[src/rtl/loader_pkg.sv]
// loader_pkg: shared definitions for the byte-stream program loader.
//   - command byte encodings of the framed boot stream
//   - FSM state encoding of the loader
//   - default memory depth in words
package loader_pkg;

  localparam logic [7:0] CMD_LOAD_I = 8'hA5;  // load instruction memory
  localparam logic [7:0] CMD_LOAD_D = 8'h5A;  // load data memory
  localparam logic [7:0] CMD_RUN    = 8'h0F;  // release the CPU
  localparam logic [7:0] CMD_HALT   = 8'hF0;  // hold the CPU in reset again

  localparam int unsigned MAX_WORDS_DEFAULT = 1024;

  typedef enum logic [2:0] {
    IDLE   = 3'd0,
    CNT_HI = 3'd1,
    CNT_LO = 3'd2,
    DATA   = 3'd3,
    WRITE  = 3'd4,
    RUN    = 3'd5
  } loader_state_t;

endpackage

[src/rtl/word_packer.sv]
// word_packer: assembles four stream bytes into a big-endian 32-bit word.
// Ports:
//   clk, rst   - clock, asynchronous active-high reset
//   shift      - accept byte_in into the low byte of the word this cycle
//   clear      - restart the byte index at 0 (start of a new payload)
//   byte_in    - stream byte
//   word       - assembled word, MSB byte first in the stream
//   word_done  - the byte being shifted this cycle completes the word
module word_packer (
  input  logic        clk,
  input  logic        rst,
  input  logic        shift,
  input  logic        clear,
  input  logic [7:0]  byte_in,
  output logic [31:0] word,
  output logic        word_done
);

  logic [1:0] byte_idx;

  // Last byte of a word is the one shifted while the index sits at 3.
  assign word_done = shift & (byte_idx == 2'd3);

  // Shift register and byte index; index wraps naturally after byte 3.
  always_ff @(posedge clk or posedge rst) begin
    if (rst) begin
      word     <= 32'd0;
      byte_idx <= 2'd0;
    end else if (clear) begin
      byte_idx <= 2'd0;
    end else if (shift) begin
      word     <= {word[23:0], byte_in};
      byte_idx <= byte_idx + 2'd1;
    end else begin
      byte_idx <= byte_idx;
    end
  end

endmodule

[src/rtl/program_loader.sv]
// program_loader: byte-stream boot loader for the single-cycle CPU.
// Decodes framed commands (LOAD_I / LOAD_D with a 16-bit word count and
// big-endian payload, RUN, HALT), writes the assembled words from address 0
// through the CPU's external memory-load port and keeps the CPU in reset
// until a RUN command arrives.
// Ports:
//   clk, rst                     - clock, asynchronous active-high reset
//   byte_in, byte_valid          - incoming stream byte and its qualifier
//   byte_ready                   - loader can accept a byte this cycle
//   address, inst_data           - word address and write data (both memories)
//   write_instruction/write_data - one-cycle write strobes
//   cpu_rst                      - CPU reset, low only while running
//   busy                         - in the middle of a frame
//   error                        - sticky protocol-error flag
module program_loader
  import loader_pkg::*;
#(
  parameter int unsigned MAX_WORDS = MAX_WORDS_DEFAULT
) (
  input  logic        clk,
  input  logic        rst,
  input  logic [7:0]  byte_in,
  input  logic        byte_valid,
  output logic        byte_ready,
  output logic [9:0]  address,
  output logic [31:0] inst_data,
  output logic        write_instruction,
  output logic        write_data,
  output logic        cpu_rst,
  output logic        busy,
  output logic        error
);

  localparam logic [15:0] MAX_CNT = 16'(MAX_WORDS);

  loader_state_t state;
  loader_state_t state_next;

  logic        xfer;
  logic        target_is_i;
  logic [7:0]  cnt_hi;
  logic [15:0] count_word;
  logic [15:0] remaining;
  logic        err_set;
  logic        err_clr;
  logic        load_start;
  logic        pack_shift;
  logic        word_done;

  assign xfer       = byte_valid & byte_ready;
  assign count_word = {cnt_hi, byte_in};
  assign pack_shift = (state == DATA) & xfer;

  word_packer u_packer (
    .clk       (clk),
    .rst       (rst),
    .shift     (pack_shift),
    .clear     (load_start),
    .byte_in   (byte_in),
    .word      (inst_data),
    .word_done (word_done)
  );

  // Next-state decode, error set/clear and payload-start detection.
  always_comb begin
    state_next = state;
    err_set    = 1'b0;
    err_clr    = 1'b0;
    load_start = 1'b0;
    case (state)
      IDLE: begin
        if (xfer) begin
          case (byte_in)
            CMD_LOAD_I, CMD_LOAD_D: begin
              state_next = CNT_HI;
              err_clr    = 1'b1;
            end
            CMD_RUN: begin
              state_next = RUN;
              err_clr    = 1'b1;
            end
            CMD_HALT: begin
              state_next = IDLE;
              err_clr    = 1'b1;
            end
            default: begin
              state_next = IDLE;
              err_set    = 1'b1;
            end
          endcase
        end else begin
          state_next = IDLE;
        end
      end
      CNT_HI: begin
        if (xfer) begin
          state_next = CNT_LO;
        end else begin
          state_next = CNT_HI;
        end
      end
      CNT_LO: begin
        if (xfer) begin
          if (count_word == 16'd0) begin
            state_next = IDLE;
          end else if (count_word > MAX_CNT) begin
            state_next = IDLE;
            err_set    = 1'b1;
          end else begin
            state_next = DATA;
            load_start = 1'b1;
          end
        end else begin
          state_next = CNT_LO;
        end
      end
      DATA: begin
        if (word_done) begin
          state_next = WRITE;
        end else begin
          state_next = DATA;
        end
      end
      WRITE: begin
        if (remaining == 16'd1) begin
          state_next = IDLE;
        end else begin
          state_next = DATA;
        end
      end
      RUN: begin
        // Everything except HALT is swallowed while the CPU runs.
        if (xfer && (byte_in == CMD_HALT)) begin
          state_next = IDLE;
        end else begin
          state_next = RUN;
        end
      end
      default: begin
        state_next = IDLE;
      end
    endcase
  end

  // State plus registered outputs derived from the next state, so strobes,
  // byte_ready, cpu_rst and busy line up with the state they describe.
  always_ff @(posedge clk or posedge rst) begin
    if (rst) begin
      state             <= IDLE;
      byte_ready        <= 1'b0;
      write_instruction <= 1'b0;
      write_data        <= 1'b0;
      cpu_rst           <= 1'b1;
      busy              <= 1'b0;
      error             <= 1'b0;
    end else begin
      state             <= state_next;
      byte_ready        <= (state_next != WRITE);
      write_instruction <= (state_next == WRITE) & target_is_i;
      write_data        <= (state_next == WRITE) & ~target_is_i;
      cpu_rst           <= (state_next != RUN);
      busy              <= (state_next != IDLE) & (state_next != RUN);
      if (err_set) begin
        error <= 1'b1;
      end else if (err_clr) begin
        error <= 1'b0;
      end else begin
        error <= error;
      end
    end
  end

  // Frame bookkeeping: target memory, count capture, address and word count.
  always_ff @(posedge clk or posedge rst) begin
    if (rst) begin
      target_is_i <= 1'b1;
      cnt_hi      <= 8'd0;
      remaining   <= 16'd0;
      address     <= 10'd0;
    end else begin
      if ((state == IDLE) && xfer &&
          ((byte_in == CMD_LOAD_I) || (byte_in == CMD_LOAD_D))) begin
        target_is_i <= (byte_in == CMD_LOAD_I);
      end else begin
        target_is_i <= target_is_i;
      end
      if ((state == CNT_HI) && xfer) begin
        cnt_hi <= byte_in;
      end else begin
        cnt_hi <= cnt_hi;
      end
      if (load_start) begin
        remaining <= count_word;
        address   <= 10'd0;
      end else if (state == WRITE) begin
        remaining <= remaining - 16'd1;
        address   <= address + 10'd1;
      end else begin
        remaining <= remaining;
        address   <= address;
      end
    end
  end

endmodule

[config.mk]
export PLATFORM = sky130hd
export DESIGN_NAME = program_loader
export DESIGN_NICKNAME = d
export VERILOG_FILES = /design/src/rtl/loader_pkg.sv /design/src/rtl/word_packer.sv /design/src/rtl/program_loader.sv
export SDC_FILE = /design/constraint.sdc
export NUM_CORES = 1
export LEC_CHECK = 0
export CORE_MARGIN = 10
export CORE_UTILIZATION = 50
export DETAILED_ROUTE_END_ITERATION = 16
export PLACE_DENSITY_LB_ADDON = 0.15
export SLEW_MARGIN = 10
export SYNTH_ARGS = -nofsm -noshare
export SYNTH_HDL_FRONTEND = slang
export SYNTH_SLANG_ARGS = --single-unit
[constraint.sdc]
create_clock -name clk -period 5.3 [get_ports clk]
set_clock_uncertainty 0.15 [all_clocks]
set_input_delay 1.06 -clock clk [delete_from_list [all_inputs] [get_ports clk]]
set_output_delay 1.06 -clock clk [all_outputs]
set_load 0.02 [all_outputs]
**Close-up of the layout**

Window x 14 to 39, y 66 to 91 µm. Cells in gray, sequential cells in the stronger gray; small squares are vias.
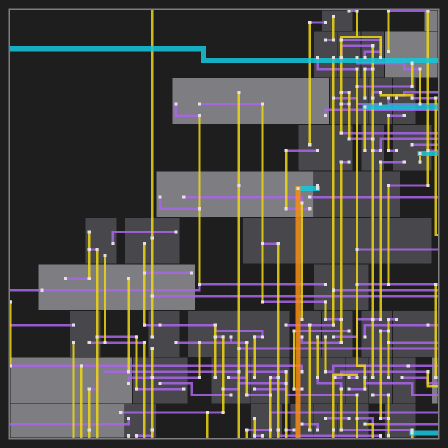
met4 -> orange
met2 -> yellow
met3 -> cyan
met1 -> purple
most frequent = nand2_1 (6)
sequential cells in the window = 5
netlist names of flops here include = remaining (5)
cells with their middle in the window = 39

==> impl_metrics.yaml <==
# implementation run metrics
run_status:
  status: "finished clean"
final_layout:
  nets: 392
  fin_util_pct: 66.05
  stdcell_count: 478
  syn2layout_area_growth_pct: 26.55
min_path:
  hp-class: "reg -> reg"
logic_synthesis:
  synthMostInstantiatedCell: "dfrtp_1"
  async_flop_share_pct: 100.0
  yosysChipArea_um2: 3605
  fa_ha_area_share_pct: 1.388
  synth_seq_share_pct: 54.22
  synthesis.nets: 333
  syn_inst: 318
  yosys.cell_types.count: 50
  yosys.area_share.simple_pct: 17.84
  ys_cells: 318
  topCombFamilyByArea: "simple AND/OR/NAND/NOR gates"
cts:
  clockBufferDepth: 2
  cts.htree.levels: 3
  cts_tree: "done"
  cts_made_buffers: 9
  cts_sinks: 78
route:
  route.vias.total: 2673
  drc_errors: 0
  drtIter0Drc: 182
  routed_wl_mm: 8.033
  route.met2.wl_mm: 4.013
power_and_ir_drop:
  power.leakage_nw: 2.032
  power_density_nw_per_um2: 305.5
  power.clock.fraction_pct: 43.6
  p_int_mw: 1.070
  switching_share_pct: 23.24
  p_switching_mw: 0.3239
  pg_clk_mw: 0.608
  peakVddDrop_mv: 0.1873
timing:
  fin_crit_sh_pct: 68.12
  hold_ws_ns: 0.3384
  worst_slack_ns: 1.690
  clock.fmax_mhz: 277.0
floorplanning:
  fp_util_pct: 52.19
  chipArea_um2: 11010
critical_path:
  cp-endpoint: "u_packer.byte_idx[0]"
  cp_data_arrival_time_ns: 3.71
global_routing:
  antenna_found_initial: 0
  gr-usage-met1_pct: 18.53
flow_run:
  warnings: 27
**Cells by drive strength**

(4 px per µm)
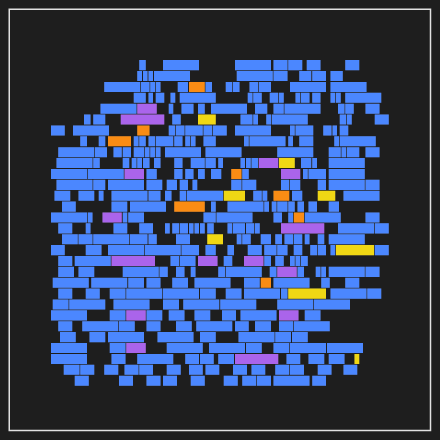
drive 1 or less -> blue  # cells 351
drive 2 -> yellow  # cells 8
drive 3 to 4 -> orange  # cells 8
drive 6 and up -> purple  # cells 15
Finished Cell Area: 4562 µm²
bufs w/o clock: 61

worst max-delay path, cell delays in order:
cell             delay [ns]
clkdlybuf4s50_1        0.52
nor4_1                 0.51
a31oi_1                0.26
nor4b_2                0.67
buf_4                  0.33
nor2_1                 0.06
mux2_2                 0.29
placed cells by master, fill, tap and decap left out, drive strengths merged, types with 2 or more instances in the layout:
master,instances
a31oi,7
inv,9
nor3,4
nor4,6
clkdlybuf4s50,58
nand2b,2
nor2,28
or4,3
xor2,10
nor4b,2
a21oi,10
dfrtp,76
mux2,40
nor4bb,3
dfstp,2
nand4,11
clkbuf,11
nand2,24
xnor2,2
nand3b,3
o31ai,2
bufinv,4
a21o,4
ha,4
and3,6
and2,2
nor3b,4
nand3,6
o21ai,17
a22oi,3
buf,3
or3,3
and4bb,2
worst min-delay path by stage:
stage	from	cells past startpoint	to
after detailed placement	u_packer.word[30]	1	u_packer.word[30]
after global routing	u_packer.word[30]	1	u_packer.word[30]
after CTS	u_packer.word[30]	1	u_packer.word[30]
after floorplan	remaining[14]	1	remaining[14]
final	u_packer.word[30]	1	u_packer.word[30]
after global placement	u_packer.word[24]	1	u_packer.word[24]
cell type report:
| class | instances | area [µm²] | area share (%) |
|---|---|---|---|
| well taps | 96 | 120.1 | 2.633 |
| inverters | 9 | 33.78 | 0.7405 |
| flip-flops and latches | 78 | 1954 | 42.84 |
| repair buffers | 61 | 603.1 | 13.22 |
| clock inverters | 5 | 128.9 | 2.825 |
| clock buffers | 11 | 151.4 | 3.319 |
| multi-input cells | 218 | 1570 | 34.42 |
sequential cells by signal, indices dropped and copies added (netlist names), 2 cells and up:
| register | count |
|---|---|
| remaining | 16 |
| u_packer.byte_idx | 2 |
| address | 10 |
| cnt_hi | 8 |
| u_packer.word | 32 |
| state | 3 |
